run_1/layer_met1.png
Bar = 20 um. Supply wires on this layer in grey.
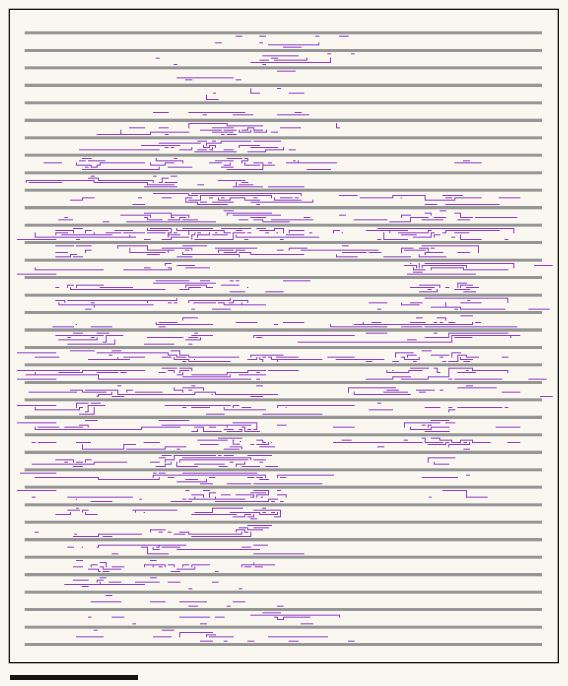
run_1/layer_met2.png
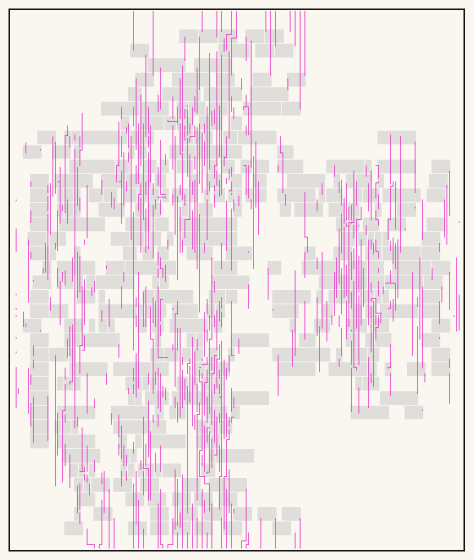
run_1/layer_met3.png
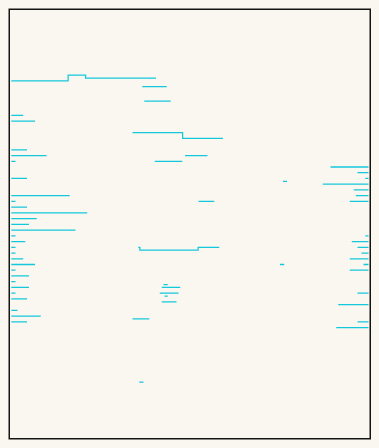
==> src/rtl/cpu_sequencer_if.sv <==
// Instruction-memory, data-memory and datapath-control bundle between the
// sequencer (master) and the memories / ALU / register file (slave).
interface cpu_sequencer_if #(
  parameter int PC_WIDTH = 8
);
  logic                imem_req;
  logic [PC_WIDTH-1:0] imem_addr;
  logic [15:0]         imem_rdata;
  logic                imem_ack;
  logic                alu_en;
  logic [3:0]          opcode;
  logic [3:0]          rd;
  logic [3:0]          rs1;
  logic [3:0]          rs2;
  logic                reg_write;
  logic                dmem_req;
  logic                dmem_we;
  logic [PC_WIDTH-1:0] dmem_addr;
  logic                dmem_ack;

  modport master (
    output imem_req, imem_addr,
    input  imem_rdata, imem_ack,
    output alu_en, opcode, rd, rs1, rs2, reg_write,
    output dmem_req, dmem_we, dmem_addr,
    input  dmem_ack
  );

  modport slave (
    input  imem_req, imem_addr,
    output imem_rdata, imem_ack,
    input  alu_en, opcode, rd, rs1, rs2, reg_write,
    input  dmem_req, dmem_we, dmem_addr,
    output dmem_ack
  );
endinterface

==> src/rtl/cpu_sequencer.sv <==
// Multi-cycle fetch/decode/execute sequencer for the tiny CPU core: owns pc,
// ir and the retired-instruction counter and strobes ALU, dmem and regfile.
module cpu_sequencer #(
  parameter int PC_WIDTH  = 8,
  parameter int CNT_WIDTH = 16
) (
  input  logic                 clk,
  input  logic                 rst,
  input  logic                 start,
  input  logic                 zero_flag,
  cpu_sequencer_if.master      bus,
  output logic [PC_WIDTH-1:0]  pc,
  output logic [2:0]           state,
  output logic                 busy,
  output logic                 halted,
  output logic [CNT_WIDTH-1:0] instret
);

  typedef enum logic [2:0] {
    S_IDLE   = 3'd0,
    S_FETCH  = 3'd1,
    S_DECODE = 3'd2,
    S_EXEC   = 3'd3,
    S_MEM    = 3'd4,
    S_WB     = 3'd5,
    S_HALTED = 3'd6
  } state_t;

  localparam logic [3:0] OP_BRZ   = 4'h4;
  localparam logic [3:0] OP_LOAD  = 4'h5;
  localparam logic [3:0] OP_STORE = 4'h6;
  localparam logic [3:0] OP_HALT  = 4'hF;

  state_t               r_state;
  logic [PC_WIDTH-1:0]  r_pc;
  logic [15:0]          r_ir;
  logic [CNT_WIDTH-1:0] r_instret;
  logic                 r_imem_req;
  logic                 r_alu_en;
  logic                 r_reg_write;
  logic                 r_dmem_req;
  logic                 r_dmem_we;
  logic                 r_busy;
  logic                 r_halted;

  state_t               w_state_nxt;
  logic [PC_WIDTH-1:0]  w_pc_nxt;
  logic [15:0]          w_ir_nxt;
  logic                 w_retire;
  logic [3:0]           w_op;
  logic [3:0]           w_op_nxt;

  function automatic logic f_is_alu(input logic [3:0] op);
    return (op <= 4'h3);
  endfunction

  assign w_op     = r_ir[15:12];
  assign w_op_nxt = w_ir_nxt[15:12];

  always_comb begin
    w_state_nxt = r_state;
    w_pc_nxt    = r_pc;
    w_ir_nxt    = r_ir;
    w_retire    = 1'b0;
    case (r_state)
      S_IDLE: begin
        if (start) w_state_nxt = S_FETCH;
      end
      S_FETCH: begin
        if (bus.imem_ack) begin
          w_ir_nxt    = bus.imem_rdata;
          w_pc_nxt    = r_pc + 1'b1;
          w_state_nxt = S_DECODE;
        end
      end
      S_DECODE: w_state_nxt = S_EXEC;
      S_EXEC: begin
        if (f_is_alu(w_op)) begin
          w_state_nxt = S_WB;
        end else if (w_op == OP_BRZ) begin
          // Taken branch replaces the pc+1 already applied during fetch.
          if (zero_flag) w_pc_nxt = PC_WIDTH'(r_ir[7:0]);
          w_retire    = 1'b1;
          w_state_nxt = S_FETCH;
        end else if (w_op == OP_LOAD || w_op == OP_STORE) begin
          w_state_nxt = S_MEM;
        end else if (w_op == OP_HALT) begin
          w_retire    = 1'b1;
          w_state_nxt = S_HALTED;
        end else begin
          w_retire    = 1'b1;
          w_state_nxt = S_FETCH;
        end
      end
      S_MEM: begin
        if (bus.dmem_ack) begin
          if (w_op == OP_STORE) begin
            w_retire    = 1'b1;
            w_state_nxt = S_FETCH;
          end else begin
            w_state_nxt = S_WB;
          end
        end
      end
      S_WB: begin
        w_retire    = 1'b1;
        w_state_nxt = S_FETCH;
      end
      S_HALTED: w_state_nxt = S_HALTED;
      default:  w_state_nxt = S_IDLE;
    endcase
  end

  // Strobes are registered from the next state so each one is aligned with
  // the state it belongs to while still coming straight out of a flop.
  always_ff @(posedge clk) begin
    if (rst) begin
      r_state     <= S_IDLE;
      r_pc        <= '0;
      r_ir        <= '0;
      r_instret   <= '0;
      r_imem_req  <= 1'b0;
      r_alu_en    <= 1'b0;
      r_reg_write <= 1'b0;
      r_dmem_req  <= 1'b0;
      r_dmem_we   <= 1'b0;
      r_busy      <= 1'b0;
      r_halted    <= 1'b0;
    end else begin
      r_state     <= w_state_nxt;
      r_pc        <= w_pc_nxt;
      r_ir        <= w_ir_nxt;
      r_instret   <= r_instret + CNT_WIDTH'(w_retire);
      r_imem_req  <= (w_state_nxt == S_FETCH);
      r_alu_en    <= (w_state_nxt == S_EXEC) && f_is_alu(w_op_nxt);
      r_reg_write <= (w_state_nxt == S_WB);
      r_dmem_req  <= (w_state_nxt == S_MEM);
      r_dmem_we   <= (w_state_nxt == S_MEM) && (w_op_nxt == OP_STORE);
      r_busy      <= (w_state_nxt != S_IDLE) && (w_state_nxt != S_HALTED);
      r_halted    <= (w_state_nxt == S_HALTED);
    end
  end

  assign bus.imem_req  = r_imem_req;
  assign bus.imem_addr = r_pc;
  assign bus.alu_en    = r_alu_en;
  assign bus.opcode    = r_ir[15:12];
  assign bus.rd        = r_ir[11:8];
  assign bus.rs1       = r_ir[7:4];
  assign bus.rs2       = r_ir[3:0];
  assign bus.reg_write = r_reg_write;
  assign bus.dmem_req  = r_dmem_req;
  assign bus.dmem_we   = r_dmem_we;
  assign bus.dmem_addr = PC_WIDTH'(r_ir[7:0]);

  assign pc      = r_pc;
  assign state   = r_state;
  assign busy    = r_busy;
  assign halted  = r_halted;
  assign instret = r_instret;

endmodule

==> src/flat_wrapper.sv <==
// flat-port wrapper written by rule: the top's interface ports become plain ports
module cpu_sequencer_flat 
#(
  parameter int PC_WIDTH  = 8,
  parameter int CNT_WIDTH = 16
)
  (clk, rst, start, zero_flag, pc, state, busy, halted, instret, bus_imem_req, bus_imem_addr, bus_imem_rdata, bus_imem_ack, bus_alu_en, bus_opcode, bus_rd, bus_rs1, bus_rs2, bus_reg_write, bus_dmem_req, bus_dmem_we, bus_dmem_addr, bus_dmem_ack);
  cpu_sequencer_if #(.PC_WIDTH(PC_WIDTH)) bus_i ();
  input  logic clk;
  input  logic rst;
  input  logic start;
  input  logic zero_flag;
  output logic [PC_WIDTH-1:0] pc;
  output logic [2:0] state;
  output logic busy;
  output logic halted;
  output logic [CNT_WIDTH-1:0] instret;
  output wire logic [$bits(bus_i.imem_req)-1:0] bus_imem_req;
  output wire logic [$bits(bus_i.imem_addr)-1:0] bus_imem_addr;
  input wire logic [$bits(bus_i.imem_rdata)-1:0] bus_imem_rdata;
  input wire logic [$bits(bus_i.imem_ack)-1:0] bus_imem_ack;
  output wire logic [$bits(bus_i.alu_en)-1:0] bus_alu_en;
  output wire logic [$bits(bus_i.opcode)-1:0] bus_opcode;
  output wire logic [$bits(bus_i.rd)-1:0] bus_rd;
  output wire logic [$bits(bus_i.rs1)-1:0] bus_rs1;
  output wire logic [$bits(bus_i.rs2)-1:0] bus_rs2;
  output wire logic [$bits(bus_i.reg_write)-1:0] bus_reg_write;
  output wire logic [$bits(bus_i.dmem_req)-1:0] bus_dmem_req;
  output wire logic [$bits(bus_i.dmem_we)-1:0] bus_dmem_we;
  output wire logic [$bits(bus_i.dmem_addr)-1:0] bus_dmem_addr;
  input wire logic [$bits(bus_i.dmem_ack)-1:0] bus_dmem_ack;
  assign bus_imem_req = bus_i.imem_req;
  assign bus_imem_addr = bus_i.imem_addr;
  assign bus_i.imem_rdata = bus_imem_rdata;
  assign bus_i.imem_ack = bus_imem_ack;
  assign bus_alu_en = bus_i.alu_en;
  assign bus_opcode = bus_i.opcode;
  assign bus_rd = bus_i.rd;
  assign bus_rs1 = bus_i.rs1;
  assign bus_rs2 = bus_i.rs2;
  assign bus_reg_write = bus_i.reg_write;
  assign bus_dmem_req = bus_i.dmem_req;
  assign bus_dmem_we = bus_i.dmem_we;
  assign bus_dmem_addr = bus_i.dmem_addr;
  assign bus_i.dmem_ack = bus_dmem_ack;
  cpu_sequencer #(.PC_WIDTH(PC_WIDTH), .CNT_WIDTH(CNT_WIDTH)) u_core (.clk(clk), .rst(rst), .start(start), .zero_flag(zero_flag), .bus(bus_i), .pc(pc), .state(state), .busy(busy), .halted(halted), .instret(instret));
endmodule
==> config.mk <==
export PLATFORM = sky130hd
export DESIGN_NAME = cpu_sequencer_flat
export DESIGN_NICKNAME = d
export VERILOG_FILES = /design/src/rtl/cpu_sequencer_if.sv /design/src/rtl/cpu_sequencer.sv /design/src/flat_wrapper.sv
export SDC_FILE = /design/constraint.sdc
export NUM_CORES = 1
export LEC_CHECK = 0
export ABC_AREA = 0
export CAP_MARGIN = 20
export CORE_ASPECT_RATIO = 1.2
export CORE_MARGIN = 2
export CORE_UTILIZATION = 30
export DETAILED_ROUTE_END_ITERATION = 8
export GPL_ROUTABILITY_DRIVEN = 0
export PLACE_DENSITY = 0.69
export SLEW_MARGIN = 20
export SYNTH_ARGS = -nofsm -noshare
export SYNTH_HDL_FRONTEND = slang
export SYNTH_SLANG_ARGS = --single-unit
==> constraint.sdc <==
create_clock -name clk -period 2.2 [get_ports clk]
set_input_delay 0.33 -clock clk [delete_from_list [all_inputs] [get_ports clk]]
set_output_delay 0.33 -clock clk [all_outputs]
set_load 0.02 [all_outputs]
==> results_dict.tcl, run 1 <==
# implementation run metrics
set metrics [dict create \
    via_per_inst 4.972 \
    overflow 0 \
    finalSetupViolations 0 \
    yosys_warnings 0 \
    cp.required_ps 2380 \
    holdCritPathClass "reg -> reg" \
    nWellTaps 92 \
    top_cell_area_share_pct 42.13 \
    crit_end "u_core.bus.imem_addr[2]" \
    warning_count 26 \
    worst_slack_ps 107.9 \
    r2r_slack_ps 110 \
    cts_buffers 5 \
    fp.dieW_um 85.24 \
    simple_gate_area_share_pct 28.59 \
    gr-usage-met2_pct 23.68 \
    cts_setup_buffers 0 \
    ys_ff 50 \
    synthArstFlopShare_pct 0 \
    htree_levels 2 \
    clk_share_pct 3.940 \
    use_met1_pct 16.45 \
    drt_first_pass_iters 4 \
    power_frac_seq_pct 45.8 \
    grt_use_met3_pct 3.667 \
    p_leak_nw 1.220 \
    slew-limit-headroom_pct 58.32 \
    power.total_mw 2.105 \
    worstReg2RegStart "u_core.r_ir[13]" \
    chip_area_um2 8651 \
    max_stage_delay_ps 570 \
    fin_crit_ps 2092 \
    intPower_mw 1.572 \
    maxCapViolCount 0 \
    period_used_pct 95.10 \
    dp.cells 454 \
    top_layer_used "met4" \
    edf_count 0 \
    grt_pass1_vias 2069 \
    seq_area_um2 1008 \
    setup-tns-final_ps 0 \
    fp_util_pct 31.00 \
    drc_errors 0 \
    outcome "finished, final reports clean" \
    inverters_excl_clock 1 \
    ys_top_logic_family "simple AND/OR/NAND/NOR gates" \
    mux_share_pct 0 \
    die_h_um 101.5 \
    clock_latency_ps 310 \
    nNonClkBuffers 103 \
    grt_max_degree 37 \
    fp_nets 315 \
    min_from "u_core.r_ir[8]" \
    cts_tree "yes" \
    hold-path-cell-count 2 \
    n_clock_buffer 5 \
    p_sw_mw 0.5327 \
    synth-compound-area-share_pct 14.69 \
    fin_worst_skew_ps 14.21 \
    nFillCells 757 \
    fin_util_pct 45.58 \
    slowest_stage "or4b_4" \
    topCellsByArea "dfxtp_1, nand2_1, a21oi_1" \
    dp_hpwl_mm 4.403 \
    crit_start "u_core.r_ir[13]" \
    pg_clk_mw 0.765 \
    grt_antenna_before_repair 0 \
    root_buffer "clkbuf_8" \
    p_sw_share_pct 25.31 \
    p_comb_share_pct 17.8 \
    syn_area_um2 2376 \
    max_clock_freq_mhz 478.0 \
    synth.distinct_cells 47 \
    routedWlPerCell_um 13.26 \
    grtUsageTotal_pct 13.52 \
    p_clk_share_pct 36.4 \
    seq-power_mw 0.965 \
    end_kind "flip-flop" \
    port_buffers 87 \
    met2_wirelength_mm 3.075 \
    m1WireLength_mm 2.654 \
    finalHoldViolCount 0 \
    syn_avg_cell_area_um2 8.193 \
    final_layout_size_suffix_gt1_share_pct 11.35 \
    arrival_ps 2280 \
    drt_iter0_markers 72 \
    comb_area_um2 1242 \
    power_leader "registers" \
    p_comb_mw 0.374 \
    yosys.area.top_type "dfxtp_1" \
    hold_buffers 0 \
    fin_hold_ws_ps 471.0 \
    syn2layout_area_growth_pct 47.02 \
    grt-busiest-layer "met2" \
    ff_count 50 \
    path_buffers 1 \
    grt_pass1_wl_mm 9.549 \
    layout_top_cell "clkdlybuf4s50_1" \
    nonClkBufAreaFrac_pct 28.22 \
    wl_mm 6.124 \
    worstMarginPinSlew_ps 625.3 \
    pwr_density_cell_nw_per_um2 602.4 \
    core-area_um2 7664 \
    largest_cell_class "multi-input combinational cells" \
    regToRegEndpoint "u_core.bus.imem_addr[2]" \
    syn_inst 290 \
    cp_top_family "AND-OR/OR-AND gates" \
    synth.cellmix.xorXnorShare_pct 5.161 \
    cts_resized 0 \
    met3WireLength_um 311 \
    nets 394 \
    post_layout_nonfiller_instances 462 \
    post-place-ws_ps -32.20 \
    hold_end "u_core.r_ir[8]" \
    num_io_pins 88 \
    ir_worst_vdd_mv 0.2852 \
    n_antenna_cell 0 \
    comb_share_pct 35.57 \
    clock-sinks 50 \
    rows 35 \
    via_count 2297 \
    path_cells "buf_4, or4b_4, a221oi_4, o21ai_0, a2bb2oi_1, nor2_1" \
    place_area_um2 3294 \
    cp_max_fo 10 \
    seq-cell-share_pct 28.87 \
    synthFlopType "dfxtp_1" \
    cts.clk_slew.worst_paths_ps 100 \
    fin_area_um2 3493 \
    ys_cells 290 \
    fa_ha_area_share_pct 1.580 \
    finalMaxSlewViolations 0 \
]
-- layer_met1.png (at the start) --
wire length on this layer: 2,650 um
main direction: horizontal
nets with wire on the layer: 338
longest straight run: 23.9 um

-- layer_met2.png (at the start) --
longest straight run: 52.4 um
main direction: vertical
nets with wire on the layer: 332
wire length on this layer: 3,080 um

-- layer_met3.png (at the start) --
main direction: horizontal
wire length on this layer: 312 um
nets with wire on the layer: 57

==> inputs of run 2 (changes only) <==
Settings changed: SLEW_MARGIN 20 to 5.
==> results_dict.tcl, run 2 <==
# implementation run metrics
set metrics [dict create \
    outcome "finished, final reports clean" \
    use_met1_pct 16.45 \
    cts_tree "yes" \
    drt_iter0_markers 72 \
    grt_max_degree 37 \
    synth.cellmix.xorXnorShare_pct 5.161 \
    synthFlopType "dfxtp_1" \
    worstMarginPinSlew_ps 625.3 \
    yosys_warnings 0 \
    simple_gate_area_share_pct 28.59 \
    topCellsByArea "dfxtp_1, nand2_1, a21oi_1" \
    clock_latency_ps 310 \
    syn_inst 290 \
    p_comb_mw 0.374 \
    yosys.area.top_type "dfxtp_1" \
    final_layout_size_suffix_gt1_share_pct 11.35 \
    synth-compound-area-share_pct 14.69 \
    ir_worst_vdd_mv 0.2852 \
    layout_top_cell "clkdlybuf4s50_1" \
    worst_slack_ps 107.9 \
    m1WireLength_mm 2.654 \
    cp.required_ps 2380 \
    cp_top_family "AND-OR/OR-AND gates" \
    cts.clk_slew.worst_paths_ps 100 \
    nWellTaps 92 \
    fp.dieW_um 85.24 \
    fin_crit_ps 2092 \
    worstReg2RegStart "u_core.r_ir[13]" \
    nets 394 \
    syn2layout_area_growth_pct 47.02 \
    ff_count 50 \
    p_sw_share_pct 25.31 \
    r2r_slack_ps 110 \
    via_per_inst 4.972 \
    path_cells "buf_4, or4b_4, a221oi_4, o21ai_0, a2bb2oi_1, nor2_1" \
    ys_top_logic_family "simple AND/OR/NAND/NOR gates" \
    slew-limit-headroom_pct 58.32 \
    post-place-ws_ps -32.20 \
    setup-tns-final_ps 0 \
    fin_worst_skew_ps 14.21 \
    fin_area_um2 3493 \
    fin_hold_ws_ps 471.0 \
    die_h_um 101.5 \
    intPower_mw 1.572 \
    warning_count 26 \
    finalHoldViolCount 0 \
    n_clock_buffer 5 \
    arrival_ps 2280 \
    largest_cell_class "multi-input combinational cells" \
    drc_errors 0 \
    holdCritPathClass "reg -> reg" \
    path_buffers 1 \
    grt_antenna_before_repair 0 \
    num_io_pins 88 \
    rows 35 \
    p_clk_share_pct 36.4 \
    max_stage_delay_ps 570 \
    synth.distinct_cells 47 \
    fp_util_pct 31.00 \
    maxCapViolCount 0 \
    syn_area_um2 2376 \
    top_cell_area_share_pct 42.13 \
    wl_mm 6.124 \
    period_used_pct 95.10 \
    grt_pass1_vias 2069 \
    grt_use_met3_pct 3.667 \
    pg_clk_mw 0.765 \
    mux_share_pct 0 \
    nNonClkBuffers 103 \
    power_frac_seq_pct 45.8 \
    hold_end "u_core.r_ir[8]" \
    nonClkBufAreaFrac_pct 28.22 \
    cts_buffers 5 \
    drt_first_pass_iters 4 \
    finalMaxSlewViolations 0 \
    place_area_um2 3294 \
    fin_util_pct 45.58 \
    cts_setup_buffers 0 \
    chip_area_um2 8651 \
    nFillCells 757 \
    grt_pass1_wl_mm 9.549 \
    hold_buffers 0 \
    port_buffers 87 \
    dp.cells 454 \
    top_layer_used "met4" \
    via_count 2297 \
    hold-path-cell-count 2 \
    regToRegEndpoint "u_core.bus.imem_addr[2]" \
    cp_max_fo 10 \
    crit_start "u_core.r_ir[13]" \
    inverters_excl_clock 1 \
    fa_ha_area_share_pct 1.580 \
    met2_wirelength_mm 3.075 \
]
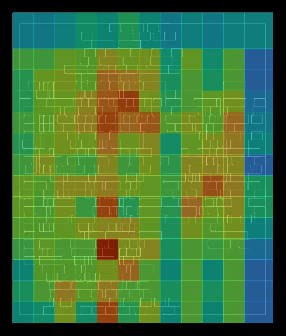
run_2/congestion.png
grt met2 use: 23.68%
Most Crowded Layer GR: met2
GR Util All Layers: 13.52%
Routed WL per cell: 13.26 um

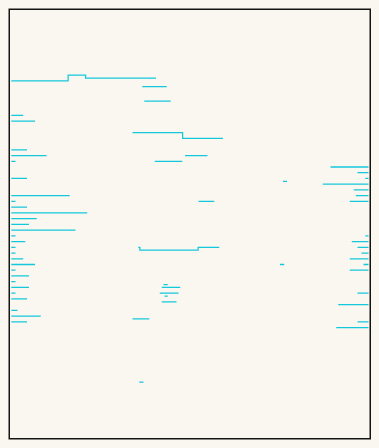
run_2/layer_met3.png
main direction: horizontal
share of all routed wire: 5.1%
wire length on this layer: 312 um
nets with wire on the layer: 57

